[config.mk]
export PLATFORM = sky130hd
export DESIGN_NAME = sync_fifo_param_flat
export DESIGN_NICKNAME = d
export VERILOG_FILES = /design/src/rtl/sync_fifo_param_if.sv /design/src/rtl/sync_fifo_param.sv /design/src/flat_wrapper.sv
export SDC_FILE = /design/constraint.sdc
export NUM_CORES = 1
export LEC_CHECK = 0
export CAP_MARGIN = 15
export CELL_PAD_IN_SITES_DETAIL_PLACEMENT = 1
export CELL_PAD_IN_SITES_GLOBAL_PLACEMENT = 1
export CORE_MARGIN = 2
export CORE_UTILIZATION = 35
export DETAILED_ROUTE_END_ITERATION = 8
export PLACE_DENSITY = 0.66
export SLEW_MARGIN = 20
export SYNTH_ARGS = -nofsm -noshare
export SYNTH_HDL_FRONTEND = slang
export SYNTH_SLANG_ARGS = --single-unit
export TNS_END_PERCENT = 30
[constraint.sdc]
create_clock -name clk -period 6.85 [get_ports clk]
set_input_delay 1.37 -clock clk [delete_from_list [all_inputs] [get_ports clk]]
set_output_delay 1.37 -clock clk [all_outputs]
set_load 0.02 [all_outputs]
[src/rtl/sync_fifo_param_if.sv]
// Handshake/data bundle for sync_fifo_param.
//   master : producer/consumer side (drives wr_en, wr_data, rd_en, err_clr)
//   slave  : FIFO side (drives rd_data, status flags, count, error flags)
// Ports carried: wr_en, wr_data, rd_en, rd_data, full, empty, almost_full,
//   almost_empty, count, err_clr, overflow, underflow.
interface sync_fifo_param_if #(
    parameter int unsigned DATA_WIDTH = 8,
    parameter int unsigned ADDR_WIDTH = 4
);
    logic                  wr_en;
    logic [DATA_WIDTH-1:0] wr_data;
    logic                  rd_en;
    logic [DATA_WIDTH-1:0] rd_data;
    logic                  full;
    logic                  empty;
    logic                  almost_full;
    logic                  almost_empty;
    logic [ADDR_WIDTH:0]   count;
    logic                  err_clr;
    logic                  overflow;
    logic                  underflow;

    modport master (
        output wr_en, wr_data, rd_en, err_clr,
        input  rd_data, full, empty, almost_full, almost_empty, count, overflow, underflow
    );

    modport slave (
        input  wr_en, wr_data, rd_en, err_clr,
        output rd_data, full, empty, almost_full, almost_empty, count, overflow, underflow
    );
endinterface

[src/rtl/sync_fifo_param.sv]
// Single-clock parametrised FIFO with standard or first-word-fall-through read,
// almost-full/almost-empty thresholds, occupancy count and sticky error flags.
//   clk : clock, all state on rising edge
//   rst : synchronous active-high reset, overrides every other input
//   bus : sync_fifo_param_if.slave (write/read handshake, status, error flags)
module sync_fifo_param #(
    parameter int unsigned DATA_WIDTH    = 8,
    parameter int unsigned ADDR_WIDTH    = 4,
    parameter int unsigned FWFT          = 0,
    parameter int unsigned AFULL_THRESH  = 12,
    parameter int unsigned AEMPTY_THRESH = 2
) (
    input logic              clk,
    input logic              rst,
    sync_fifo_param_if.slave bus
);
    localparam int unsigned DEPTH = 2 ** ADDR_WIDTH;
    localparam logic [ADDR_WIDTH:0] DEPTH_C  = (ADDR_WIDTH + 1)'(DEPTH);
    localparam logic [ADDR_WIDTH:0] AFULL_C  = (ADDR_WIDTH + 1)'(AFULL_THRESH);
    localparam logic [ADDR_WIDTH:0] AEMPTY_C = (ADDR_WIDTH + 1)'(AEMPTY_THRESH);

    logic [DATA_WIDTH-1:0] mem [DEPTH];
    logic [ADDR_WIDTH-1:0] wr_ptr_q, rd_ptr_q;
    logic [ADDR_WIDTH:0]   count_q, count_d;
    logic                  overflow_q, overflow_d;
    logic                  underflow_q, underflow_d;
    logic                  rd_ok, wr_ok;

    // A read on a full FIFO frees a slot in the same cycle, so the write may proceed.
    assign rd_ok = bus.rd_en && !bus.empty;
    assign wr_ok = bus.wr_en && (!bus.full || rd_ok);

    always_comb begin
        count_d = count_q;
        if (wr_ok && !rd_ok) begin
            count_d = count_q + 1'b1;
        end else if (!wr_ok && rd_ok) begin
            count_d = count_q - 1'b1;
        end
        // Set condition wins over err_clr.
        overflow_d  = (overflow_q && !bus.err_clr) || (bus.wr_en && !wr_ok);
        underflow_d = (underflow_q && !bus.err_clr) || (bus.rd_en && bus.empty);
    end

    always_ff @(posedge clk) begin
        if (rst) begin
            wr_ptr_q    <= '0;
            rd_ptr_q    <= '0;
            count_q     <= '0;
            overflow_q  <= 1'b0;
            underflow_q <= 1'b0;
        end else begin
            if (wr_ok) begin
                wr_ptr_q <= wr_ptr_q + 1'b1;
            end
            if (rd_ok) begin
                rd_ptr_q <= rd_ptr_q + 1'b1;
            end
            count_q     <= count_d;
            overflow_q  <= overflow_d;
            underflow_q <= underflow_d;
        end
    end

    // Storage is not reset; the write is still suppressed while rst is high.
    always_ff @(posedge clk) begin
        if (!rst && wr_ok) begin
            mem[wr_ptr_q] <= bus.wr_data;
        end
    end

    generate
        if (FWFT != 0) begin : g_fwft
            // Head word is presented combinationally; meaningless while empty.
            assign bus.rd_data = mem[rd_ptr_q];
        end else begin : g_std
            logic [DATA_WIDTH-1:0] rd_data_q;
            always_ff @(posedge clk) begin
                if (rst) begin
                    rd_data_q <= '0;
                end else if (rd_ok) begin
                    rd_data_q <= mem[rd_ptr_q];
                end
            end
            assign bus.rd_data = rd_data_q;
        end
    endgenerate

    assign bus.count        = count_q;
    assign bus.full         = (count_q == DEPTH_C);
    assign bus.empty        = (count_q == '0);
    assign bus.almost_full  = (count_q >= AFULL_C);
    assign bus.almost_empty = (count_q <= AEMPTY_C);
    assign bus.overflow     = overflow_q;
    assign bus.underflow    = underflow_q;
endmodule

[src/flat_wrapper.sv]
// flat-port wrapper written by rule: the top's interface ports become plain ports
module sync_fifo_param_flat 
#(
    parameter int unsigned DATA_WIDTH    = 8,
    parameter int unsigned ADDR_WIDTH    = 4,
    parameter int unsigned FWFT          = 0,
    parameter int unsigned AFULL_THRESH  = 12,
    parameter int unsigned AEMPTY_THRESH = 2
)
  (clk, rst, bus_wr_en, bus_wr_data, bus_rd_en, bus_err_clr, bus_rd_data, bus_full, bus_empty, bus_almost_full, bus_almost_empty, bus_count, bus_overflow, bus_underflow);
  sync_fifo_param_if #(.DATA_WIDTH(DATA_WIDTH), .ADDR_WIDTH(ADDR_WIDTH)) bus_i ();
  input logic clk;
  input logic rst;
  input wire logic [$bits(bus_i.wr_en)-1:0] bus_wr_en;
  input wire logic [$bits(bus_i.wr_data)-1:0] bus_wr_data;
  input wire logic [$bits(bus_i.rd_en)-1:0] bus_rd_en;
  input wire logic [$bits(bus_i.err_clr)-1:0] bus_err_clr;
  output wire logic [$bits(bus_i.rd_data)-1:0] bus_rd_data;
  output wire logic [$bits(bus_i.full)-1:0] bus_full;
  output wire logic [$bits(bus_i.empty)-1:0] bus_empty;
  output wire logic [$bits(bus_i.almost_full)-1:0] bus_almost_full;
  output wire logic [$bits(bus_i.almost_empty)-1:0] bus_almost_empty;
  output wire logic [$bits(bus_i.count)-1:0] bus_count;
  output wire logic [$bits(bus_i.overflow)-1:0] bus_overflow;
  output wire logic [$bits(bus_i.underflow)-1:0] bus_underflow;
  assign bus_i.wr_en = bus_wr_en;
  assign bus_i.wr_data = bus_wr_data;
  assign bus_i.rd_en = bus_rd_en;
  assign bus_i.err_clr = bus_err_clr;
  assign bus_rd_data = bus_i.rd_data;
  assign bus_full = bus_i.full;
  assign bus_empty = bus_i.empty;
  assign bus_almost_full = bus_i.almost_full;
  assign bus_almost_empty = bus_i.almost_empty;
  assign bus_count = bus_i.count;
  assign bus_overflow = bus_i.overflow;
  assign bus_underflow = bus_i.underflow;
  sync_fifo_param #(.DATA_WIDTH(DATA_WIDTH), .ADDR_WIDTH(ADDR_WIDTH), .FWFT(FWFT), .AFULL_THRESH(AFULL_THRESH), .AEMPTY_THRESH(AEMPTY_THRESH)) u_core (.clk(clk), .rst(rst), .bus(bus_i));
endmodule
**M2 wires**

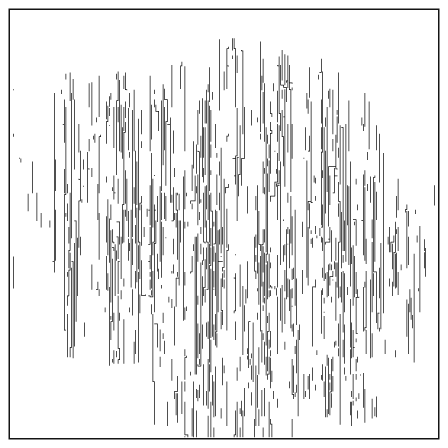
375 nets have wire on it. The layer holds 52% of the routed length. The layer carries 7,040 um of wire.

**Cell classes on the final placement**

Bar = 50 um. Fill, decap, tap and diode cells in gray.
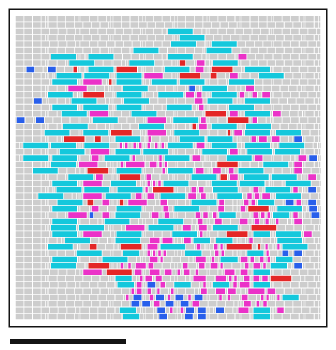
Key: flops = cyan [cells 151]; other buffers and delay cells = blue [cells 33]; clock drivers and dummy loads = red [cells 32]; all other logic = magenta [cells 201]

==> area by class of cell <==
class / count / area (um^2)
clock buffers: 19 / 433
inverters: 5 / 23.8
well taps: 225 / 282
fillers: 1703 / 9980
repair buffers: 33 / 320
multi-input cells: 196 / 1620
flip-flops and latches: 151 / 4310
clock inverters: 13 / 156
==> critical path: cells and delay by family <==
family | cells | cell delay (ns)
and+or+nand+nor | 1 | 0.23
buffers and inverters | 2 | 0.69
muxes | 2 | 0.55
AOI/OAI and AO/OA | 3 | 0.64
adders and majority gates | 2 | 0.62
==> through the flow <==
step / cell area (um^2) / setup WS [ns] / hold slack, ns / util, %
CTS: 7150 / 3.06 / 0.508 / 41.7
detailed placement: 6560 / 2.60 / 0.495 / 38.3
finish: 7140 / 3.06 / 0.508 / 41.7
floorplan: 6070 / 3.43 / 0.509 / -
global placement: 6560 / 2.68 / 0.492 / 38.3
global route: 7140 / 2.86 / 0.541 / 41.7
==> kinds of logic after synthesis <==
logic type,after synthesis
AND-OR/OR-AND,40
XOR/XNOR,9
adder cells (fa/ha/maj),10
buffers and inverters,24
flip-flops,151
multiplexers,52
AND/OR/NAND/NOR,85
==> where the power goes <==
part / switching (mW) / leakage [nW] / internal [mW]
registers: 0.0451 / 1.34 / 1.04
logic: 0.304 / 0.641 / 0.243
clock network: 0.359 / 0.276 / 0.569
total: 0.708 / 2.26 / 1.86
==> how the worst max path moves through the flow <==
stage	endpoint	cells after the start
floorplan	u_core.bus.count[4]	10
global placement	u_core.bus.count[4]	10
detailed placement	u_core.bus.count[4]	10
CTS	u_core.bus.count[4]	10
global route	u_core.bus.count[4]	10
finish	u_core.bus.count[4]	10
==> cells in the mapped netlist (all sizes together), types with 3 or more instances <==
library cell	instances
a21oi	6
a22o	8
buf	16
clkbuf	3
dfxtp	23
edfxtp	128
ha	9
inv	4
mux2i	35
mux4	16
nand2	8
nand3b	3
nor2	45
nor2b	4
nor3	8
nor4	8
o211ai	4
o22ai	16
xnor2	3
xor2	6
==> layer usage <==
metal / wire length (um) / GRT usage (%) / up-vias / part of all wire [%]
met5: 0 / 0 / - / 0
met4: 287 / 6.13 / 0 / 2.1
met3: 493 / 3.93 / 22 / 3.6
met2: 7040 / 27.7 / 62 / 52
met1: 5710 / 19.4 / 1715 / 42
li1: - / - / 1508 / -
==> state kept, by name (all words and copies together) (netlist names) <==
register              flops
u_core.bus.count          5
u_core.bus.overflow       1
u_core.mem              128
u_core.wr_ptr_q           4
u_core.rd_ptr_q           4
u_core.bus.rd_data        8
u_core.bus.underflow      1
==> qor.yml <==
top_area_share_pct: 63.3
lay_top_cells: "128 x edfxtp_1, 45 x nor2_1, 35 x mux2i_1"
vias: 3307
fp_util_pct: 35.5
drive_above_1_share_pct: 13.2
stdcell_count: 642
grt_pass1_wl_um: 21100
critPathMaxStageDelay_ns: 0.58
worst-setup-path-type: "primary input to register"
openroad.warnings: 29
finalClockPeriodUsage_pct: 55.3
ys_area_um2: 6070
avgSynthCellArea_um2: 16.4
syn_inst: 371
async_flop_share_pct: 0
cp_cell_sequence: "clkdlybuf4s50_1 > nand2b_1 > o21a_1 > ha_1 > inv_1 > fa_1 > a21o_1 > a21oi_1 > mux2i_1 > mux2_2"
p_leak_nw: 2.26
layout_min_cycle_time_ns: 3.79
synth_area_um2: 6070
ys_warn_count: 0
ctsHoldBuffers: 0
yosysUniqueCellTypes: 38
yosys.area_share.aoi_pct: 4.76
grt-ovfl-total: 0
flop_cell: "edfxtp_1"
clockRootBuffer: "clkbuf_16"
clk_pin_slew_worst_paths_ns: 0.06
die_area_um2: 18400
coreArea_um2: 17100
dieWidth_um: 136
antenna_found_initial: 0
drt_iter0_markers: 241
synth_flops: 151
htree_levels: 4
r2r_cells: 10
xor_share_pct: 1.30
avgRoutedWirePerCell_um: 21.1
clock_skew_ns: 0.00721
drv_slew: 0
simple_gate_share_pct: 6.56
nets: 427
maxCapViolCount: 0
hold_depth: 2
diodes: 0
worstSetupEndpointType: "register"
grt_max_degree: 33
drc: 0
synthTopCellsByArea: "edfxtp_1 63%, dfxtp_1 7.6%, mux4_2 5.9%, mux2i_1 5.8%, nor2_1 2.8%"
place_congestion: 0.802
outcome: "completed"
critPathMaxFanout: 6
clock_sinks: 151
fp-row-count: 48
grtUsageTotal_pct: 16.0
Power and IR drop assume default switching activity.
